==> src/rtl/alu_issue_unit_if.sv <==
// Command and result valid/ready channels of alu_issue_unit.
// The issue unit sits on the slave side; the producer/consumer environment is the master.
interface alu_issue_unit_if;
  logic       cmd_valid;
  logic       cmd_ready;
  logic [3:0] cmd_a;
  logic [3:0] cmd_b;
  logic [1:0] cmd_sel;

  logic       res_valid;
  logic       res_ready;
  logic [3:0] res_out;
  logic       res_carry;
  logic       res_zero;

  modport master (
    output cmd_valid, cmd_a, cmd_b, cmd_sel, res_ready,
    input  cmd_ready, res_valid, res_out, res_carry, res_zero
  );

  modport slave (
    input  cmd_valid, cmd_a, cmd_b, cmd_sel, res_ready,
    output cmd_ready, res_valid, res_out, res_carry, res_zero
  );
endinterface

==> src/rtl/alu_issue_unit.sv <==
// Buffers ALU commands in a FIFO, drives the external combinational ALU from
// registers, captures its outputs and hands each result off over valid/ready.
module alu_issue_unit #(
  parameter int DEPTH = 4
) (
  input  logic                     clk,
  input  logic                     rst_n,
  alu_issue_unit_if.slave          bus,
  output logic [3:0]               alu_a,
  output logic [3:0]               alu_b,
  output logic [1:0]               alu_sel,
  input  logic [3:0]               alu_out,
  input  logic                     alu_carry,
  input  logic                     alu_zero,
  output logic [$clog2(DEPTH):0]   fifo_level,
  output logic [7:0]               res_count
);

  localparam int AW = $clog2(DEPTH);
  localparam int LW = AW + 1;
  localparam logic [LW-1:0] FULL_LEVEL = LW'(DEPTH);

  typedef enum logic [1:0] {
    ST_IDLE,
    ST_DRIVE,
    ST_HOLD
  } state_t;

  typedef struct packed {
    logic [3:0] a;
    logic [3:0] b;
    logic [1:0] sel;
  } cmd_t;

  cmd_t          mem [DEPTH];
  cmd_t          cmd_in;
  cmd_t          head;
  logic [AW-1:0] wr_ptr;
  logic [AW-1:0] rd_ptr;
  state_t        state;
  state_t        state_nxt;
  logic          push;
  logic          pop;
  logic          capture;
  logic          handshake;
  logic          fifo_empty;
  logic          res_valid_q;
  logic [3:0]    res_out_q;
  logic          res_carry_q;
  logic          res_zero_q;

  // cmd_ready depends on the registered level only, so no input reaches it combinationally.
  assign bus.cmd_ready = (fifo_level != FULL_LEVEL);
  assign push          = bus.cmd_valid && bus.cmd_ready;
  assign fifo_empty    = (fifo_level == '0);
  assign handshake     = res_valid_q && bus.res_ready;
  assign cmd_in        = {bus.cmd_a, bus.cmd_b, bus.cmd_sel};
  assign head          = mem[rd_ptr];

  assign bus.res_valid = res_valid_q;
  assign bus.res_out   = res_out_q;
  assign bus.res_carry = res_carry_q;
  assign bus.res_zero  = res_zero_q;

  // NOTE: the storage array carries no reset; only pointers and level define
  // which entries are live, so stale contents are never observable.
  always_ff @(posedge clk) begin
    if (push) mem[wr_ptr] <= cmd_in;
  end

  // NOTE: every sequential block uses non-blocking assignments so all registers
  // update together from pre-edge values, regardless of statement order.
  always_ff @(posedge clk or negedge rst_n) begin
    if (!rst_n) begin
      wr_ptr     <= '0;
      rd_ptr     <= '0;
      fifo_level <= '0;
    end else begin
      if (push) wr_ptr <= wr_ptr + AW'(1);
      if (pop)  rd_ptr <= rd_ptr + AW'(1);
      case ({push, pop})
        2'b10:   fifo_level <= fifo_level + LW'(1);
        2'b01:   fifo_level <= fifo_level - LW'(1);
        default: fifo_level <= fifo_level;
      endcase
    end
  end

  always_ff @(posedge clk or negedge rst_n) begin
    if (!rst_n) state <= ST_IDLE;
    else        state <= state_nxt;
  end

  // NOTE: every output of this block gets a default first, so no path leaves
  // a variable unassigned and no latch is inferred.
  always_comb begin
    state_nxt = state;
    pop       = 1'b0;
    capture   = 1'b0;
    case (state)
      ST_IDLE: begin
        if (!fifo_empty) begin
          pop       = 1'b1;
          state_nxt = ST_DRIVE;
        end
      end
      ST_DRIVE: begin
        capture   = 1'b1;
        state_nxt = ST_HOLD;
      end
      ST_HOLD: begin
        if (handshake) begin
          if (!fifo_empty) begin
            pop       = 1'b1;
            state_nxt = ST_DRIVE;
          end else begin
            state_nxt = ST_IDLE;
          end
        end
      end
      default: state_nxt = ST_IDLE;
    endcase
  end

  always_ff @(posedge clk or negedge rst_n) begin
    if (!rst_n) begin
      alu_a       <= '0;
      alu_b       <= '0;
      alu_sel     <= '0;
      res_out_q   <= '0;
      res_carry_q <= 1'b0;
      res_zero_q  <= 1'b0;
      res_valid_q <= 1'b0;
      res_count   <= '0;
    end else begin
      if (pop) begin
        alu_a   <= head.a;
        alu_b   <= head.b;
        alu_sel <= head.sel;
      end
      if (capture) begin
        res_out_q   <= alu_out;
        res_carry_q <= alu_carry;
        res_zero_q  <= alu_zero;
        res_valid_q <= 1'b1;
      end else if (handshake) begin
        res_valid_q <= 1'b0;
      end
      if (handshake) res_count <= res_count + 8'd1;
    end
  end

endmodule

==> src/flat_wrapper.sv <==
// flat-port wrapper written by rule: the top's interface ports become plain ports
module alu_issue_unit_flat 
#(
  parameter int DEPTH = 4
)
  (clk, rst_n, alu_a, alu_b, alu_sel, alu_out, alu_carry, alu_zero, fifo_level, res_count, bus_cmd_valid, bus_cmd_a, bus_cmd_b, bus_cmd_sel, bus_res_ready, bus_cmd_ready, bus_res_valid, bus_res_out, bus_res_carry, bus_res_zero);
  alu_issue_unit_if bus_i ();
  input  logic clk;
  input  logic rst_n;
  output logic [3:0] alu_a;
  output logic [3:0] alu_b;
  output logic [1:0] alu_sel;
  input  logic [3:0] alu_out;
  input  logic alu_carry;
  input  logic alu_zero;
  output logic [$clog2(DEPTH):0] fifo_level;
  output logic [7:0] res_count;
  input wire logic [$bits(bus_i.cmd_valid)-1:0] bus_cmd_valid;
  input wire logic [$bits(bus_i.cmd_a)-1:0] bus_cmd_a;
  input wire logic [$bits(bus_i.cmd_b)-1:0] bus_cmd_b;
  input wire logic [$bits(bus_i.cmd_sel)-1:0] bus_cmd_sel;
  input wire logic [$bits(bus_i.res_ready)-1:0] bus_res_ready;
  output wire logic [$bits(bus_i.cmd_ready)-1:0] bus_cmd_ready;
  output wire logic [$bits(bus_i.res_valid)-1:0] bus_res_valid;
  output wire logic [$bits(bus_i.res_out)-1:0] bus_res_out;
  output wire logic [$bits(bus_i.res_carry)-1:0] bus_res_carry;
  output wire logic [$bits(bus_i.res_zero)-1:0] bus_res_zero;
  assign bus_i.cmd_valid = bus_cmd_valid;
  assign bus_i.cmd_a = bus_cmd_a;
  assign bus_i.cmd_b = bus_cmd_b;
  assign bus_i.cmd_sel = bus_cmd_sel;
  assign bus_i.res_ready = bus_res_ready;
  assign bus_cmd_ready = bus_i.cmd_ready;
  assign bus_res_valid = bus_i.res_valid;
  assign bus_res_out = bus_i.res_out;
  assign bus_res_carry = bus_i.res_carry;
  assign bus_res_zero = bus_i.res_zero;
  alu_issue_unit #(.DEPTH(DEPTH)) u_core (.clk(clk), .rst_n(rst_n), .bus(bus_i), .alu_a(alu_a), .alu_b(alu_b), .alu_sel(alu_sel), .alu_out(alu_out), .alu_carry(alu_carry), .alu_zero(alu_zero), .fifo_level(fifo_level), .res_count(res_count));
endmodule
==> config.mk <==
export PLATFORM = sky130hd
export DESIGN_NAME = alu_issue_unit_flat
export DESIGN_NICKNAME = d
export VERILOG_FILES = /design/src/rtl/alu_issue_unit_if.sv /design/src/rtl/alu_issue_unit.sv /design/src/flat_wrapper.sv
export SDC_FILE = /design/constraint.sdc
export NUM_CORES = 1
export LEC_CHECK = 0
export CAP_MARGIN = 20
export CORE_UTILIZATION = 47
export DETAILED_ROUTE_END_ITERATION = 10
export GPL_ROUTABILITY_DRIVEN = 0
export GPL_TIMING_DRIVEN = 0
export MAX_ROUTING_LAYER = met4
export PLACE_DENSITY = 0.84
export SLEW_MARGIN = 30
export SYNTH_ARGS = -nofsm -noshare
export SYNTH_HDL_FRONTEND = slang
export SYNTH_SLANG_ARGS = --single-unit
==> constraint.sdc <==
create_clock -name clk -period 2.1 [get_ports clk]
set_input_delay 0.42 -clock clk [delete_from_list [all_inputs] [get_ports clk]]
set_output_delay 0.42 -clock clk [all_outputs]
set_load 0.05 [all_outputs]
Cell classes on the final placement:
Fill, decap, tap and diode cells in gray.
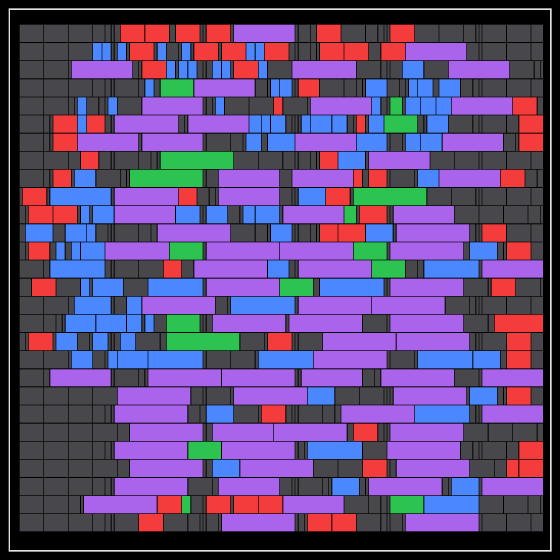
color	class	cells	share of their area
purple	sequential cells	74	54%
red	remaining buffers and delay cells	63	16%
green	clock drivers and dummy loads	16	6.8%
blue	remaining logic cells	95	23%
post-route design area: 3880 sq um
row count: 28
share of the final layout cell area in sequential cells: 53.0%
Core Area: 5990 sq um
utilization after layout: 64.8%

Routed clock nets over the placement:
Bar = 20 um.
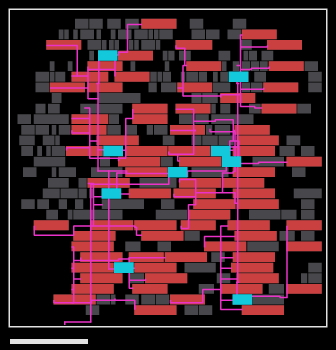
[red] flip-flops | count: 74
[cyan] clock-net drivers | count: 9
[magenta] clock wires | length: 837 um
routed clock nets	10
power dissipated in the clock network: 1410 uW
Fin Clk Skew: 0.00795 ns

Where the registers sit:
Bar = 20 um. Other sequential cells in the stronger gray, the rest of the logic in the fainter gray.
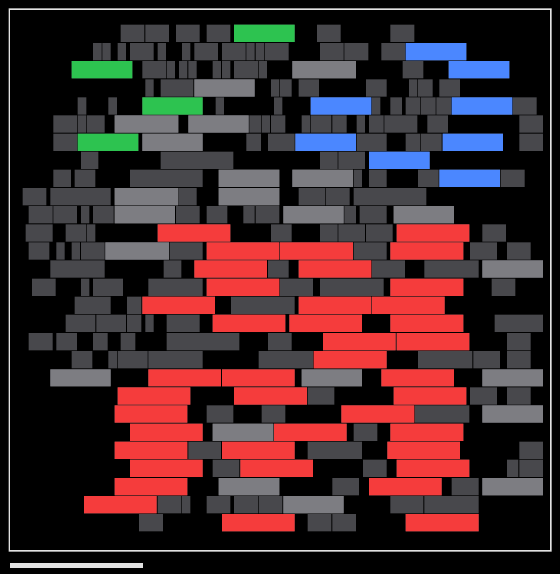
color	netlist name	placed flops
red	u_core.mem	40
green	u_core.bus.res_out	4
blue	u_core.res_count	8
not colored	22
Sequential cell area: 2060 sq um
power drawn by the sequential cells: 2310 uW

==> impl_summary.log <==
[report] extracting results
[metrics] length of routed met3 wiring: approximately 160 um
[metrics] area of combinational cells with multiple inputs: between 800 and 900 sq um
[metrics] register containing the most flip-flops in the final layout: u_core.mem
[metrics] outcome: finished, final reports clean
[metrics] clock network area share: 6.64%
[metrics] layout overhead on the synthesized area: 32.1%
[metrics] synthesized cell area: 2940 sq um
[metrics] n_diodes: 0
[metrics] proportion of layout cells with a drive suffix above 1: between 20 and 25%
[metrics] starting density of the core: 49.0%
[metrics] Largest cell class: sequential cells
[metrics] NumNets Final: about 270
[metrics] IO Port Bufs: roughly 48
[metrics] final count of negative-setup-slack endpoints: 0
[metrics] wire length of the first global-routing pass: 7860 um
[metrics] Final min period: approximately 2.1 ns
[metrics] total nets after synthesis: 201
[metrics] Max Cap Violations: 0
[metrics] registers with the most flip-flops: u_core.mem: 40 flops, u_core.res_count: 8 flops
[metrics] sum of net half-perimeters after detailed placement: 3330 um
[metrics] flip-flop count of the largest register after layout: 40
[metrics] Die Y: a little over 80 um
[metrics] data arrival time of the worst path: 2.34 ns
[metrics] critical register-to-register path endpoint: u_core.fifo_level[2]$_DFFE_PN0P_
[metrics] aoi/oai-family share of the synthesized area: 0.597%
[metrics] CTS sink cnt: 74
[metrics] category of the most critical setup path: flop to flop
[metrics] worst setup path start: u_core.fifo_level[1]$_DFFE_PN0P_
[metrics] critical path peak fanout: 6
[metrics] Horiz. Die Dim: 81.0 um
[metrics] number of warning messages in the logs: 31
[metrics] CTS tree: built
[metrics] cell breakdown of the critical path: or3b_4 > and2_4 > inv_2 > ha_4 > inv_2 > fa_2 > xor2_1 > nor2_1 > xor2_1
[metrics] Chip Area, Yosys: 2940 sq um
[metrics] final WL: slightly above 5000 um
[metrics] unrepaired setup endpoints after global routing: yes
[metrics] Synth Area in Simple Gates: 7.37%
[metrics] share of synthesized area occupied by flip-flops and latches: 69.9%
[metrics] count of buffers not belonging to the clock network in the layout: 63
[metrics] clock tree root driver cell: sky130_fd_sc_hd__clkbuf_8
[metrics] via count: 1642
[metrics] count of flip-flops and latches: 74
[metrics] per-cell routed wire length: 15.8 um
[metrics] overflow left after global routing: 0
[metrics] Total GRT Usage: about 18%
[metrics] P per Cell Area: roughly 1800 nW/um^2
[metrics] critical path's slowest cell: sky130_fd_sc_hd__or3b_4
[metrics] non-filler instance count after layout: 323
[metrics] CP endpoint: u_core.fifo_level[2]$_DFFE_PN0P_
[metrics] number of warnings reported in the yosys synthesis log: 0
[metrics] number of well-tap cells placed: about 75
[metrics] critical path's largest stage delay: ~0.42 ns
[metrics] upper clock frequency limit: just under 500 MHz
[metrics] R2R cell count: 9
[metrics] mux cell area share after synthesis: 13.0%
[metrics] register clock-pin slew on the reported worst setup and hold paths: 0.08 ns
[metrics] inverter count: 7
[metrics] M1 wire length: 2210 um
[metrics] adder share: 3.24%
[metrics] category of cells accounting for the largest share of critical-path delay: simple AND/OR/NAND/NOR gates
[metrics] path class of the lowest-slack min-delay path: input pin to async pin
[metrics] pre-CTS setup slack: -0.582 ns
[metrics] hold_ws: 0.461 ns
[metrics] Hold Vio Cnt, Final: 0
[metrics] antenna violations before repair: 0
power breakdown:
part	internal, uW	total (uW)	switching, uW
Combinational	1320	3080	1760
Sequential	2040	2310	272
Clock	906	1410	502
cell usage in the layout (no fill, tap or decap), types with 2 or more instances in the layout:
master                             n
sky130_fd_sc_hd__clkdlybuf4s50_1  45
sky130_fd_sc_hd__edfxtp_1         40
sky130_fd_sc_hd__dfrtp_1          30
sky130_fd_sc_hd__nand2_1          22
sky130_fd_sc_hd__mux2_2           11
sky130_fd_sc_hd__xnor2_1           9
sky130_fd_sc_hd__clkbuf_8          9
sky130_fd_sc_hd__mux4_2            8
sky130_fd_sc_hd__buf_4             8
sky130_fd_sc_hd__and3_1            6
sky130_fd_sc_hd__inv_1             5
sky130_fd_sc_hd__ha_1              5
sky130_fd_sc_hd__clkbuf_1          4
sky130_fd_sc_hd__xor2_1            4
sky130_fd_sc_hd__nand4_1           4
sky130_fd_sc_hd__bufinv_16         4
sky130_fd_sc_hd__dfrtp_2           4
sky130_fd_sc_hd__nor3_2            2
sky130_fd_sc_hd__buf_6             2
sky130_fd_sc_hd__inv_2             2
sky130_fd_sc_hd__mux4_1            2
sky130_fd_sc_hd__o21ai_0           2
sky130_fd_sc_hd__clkinv_2          2
sky130_fd_sc_hd__dlygate4sd2_1     2
cells in the mapped netlist:
master,n,area share [%]
sky130_fd_sc_hd__a21boi_1,1,0.26
sky130_fd_sc_hd__and2_1,1,0.21
sky130_fd_sc_hd__and2_4,1,0.30
sky130_fd_sc_hd__and3_1,6,1.3
sky130_fd_sc_hd__buf_6,2,0.77
sky130_fd_sc_hd__clkbuf_1,3,0.38
sky130_fd_sc_hd__dfrtp_1,34,29
sky130_fd_sc_hd__edfxtp_1,40,41
sky130_fd_sc_hd__fa_1,1,0.68
sky130_fd_sc_hd__ha_1,6,2.6
sky130_fd_sc_hd__inv_1,7,0.89
sky130_fd_sc_hd__mux2_2,11,4.2
sky130_fd_sc_hd__mux2_4,1,0.51
sky130_fd_sc_hd__mux2i_1,1,0.34
sky130_fd_sc_hd__mux4_1,2,1.8
sky130_fd_sc_hd__mux4_2,8,6.1
sky130_fd_sc_hd__nand2_1,22,2.8
sky130_fd_sc_hd__nand2b_1,1,0.21
sky130_fd_sc_hd__nand4_1,4,0.85
sky130_fd_sc_hd__nor2_1,1,0.13
sky130_fd_sc_hd__nor2b_1,1,0.21
sky130_fd_sc_hd__nor3_1,2,0.34
sky130_fd_sc_hd__nor3_2,1,0.34
sky130_fd_sc_hd__nor4b_1,1,0.30
sky130_fd_sc_hd__o21ai_0,2,0.34
sky130_fd_sc_hd__or3b_4,1,0.38
sky130_fd_sc_hd__xnor2_1,9,2.7
sky130_fd_sc_hd__xor2_1,4,1.2
what timing repair did:
action	4_1_cts	5_1_grt
pin swaps	3	0
gates resized	3	1
setup endpoints to repair	3	2
hold buffers	1	0
setup buffers	6	2
hold endpoints to repair	7	0
layer usage:
metal / vias to the layer above / track usage (%)
met5: - / -
met4: 0 / 10.7
met3: 12 / 3.03
met2: 38 / 28.7
met1: 819 / 21.4
li1: 773 / -
Power is estimated from default activity; no workload was simulated.
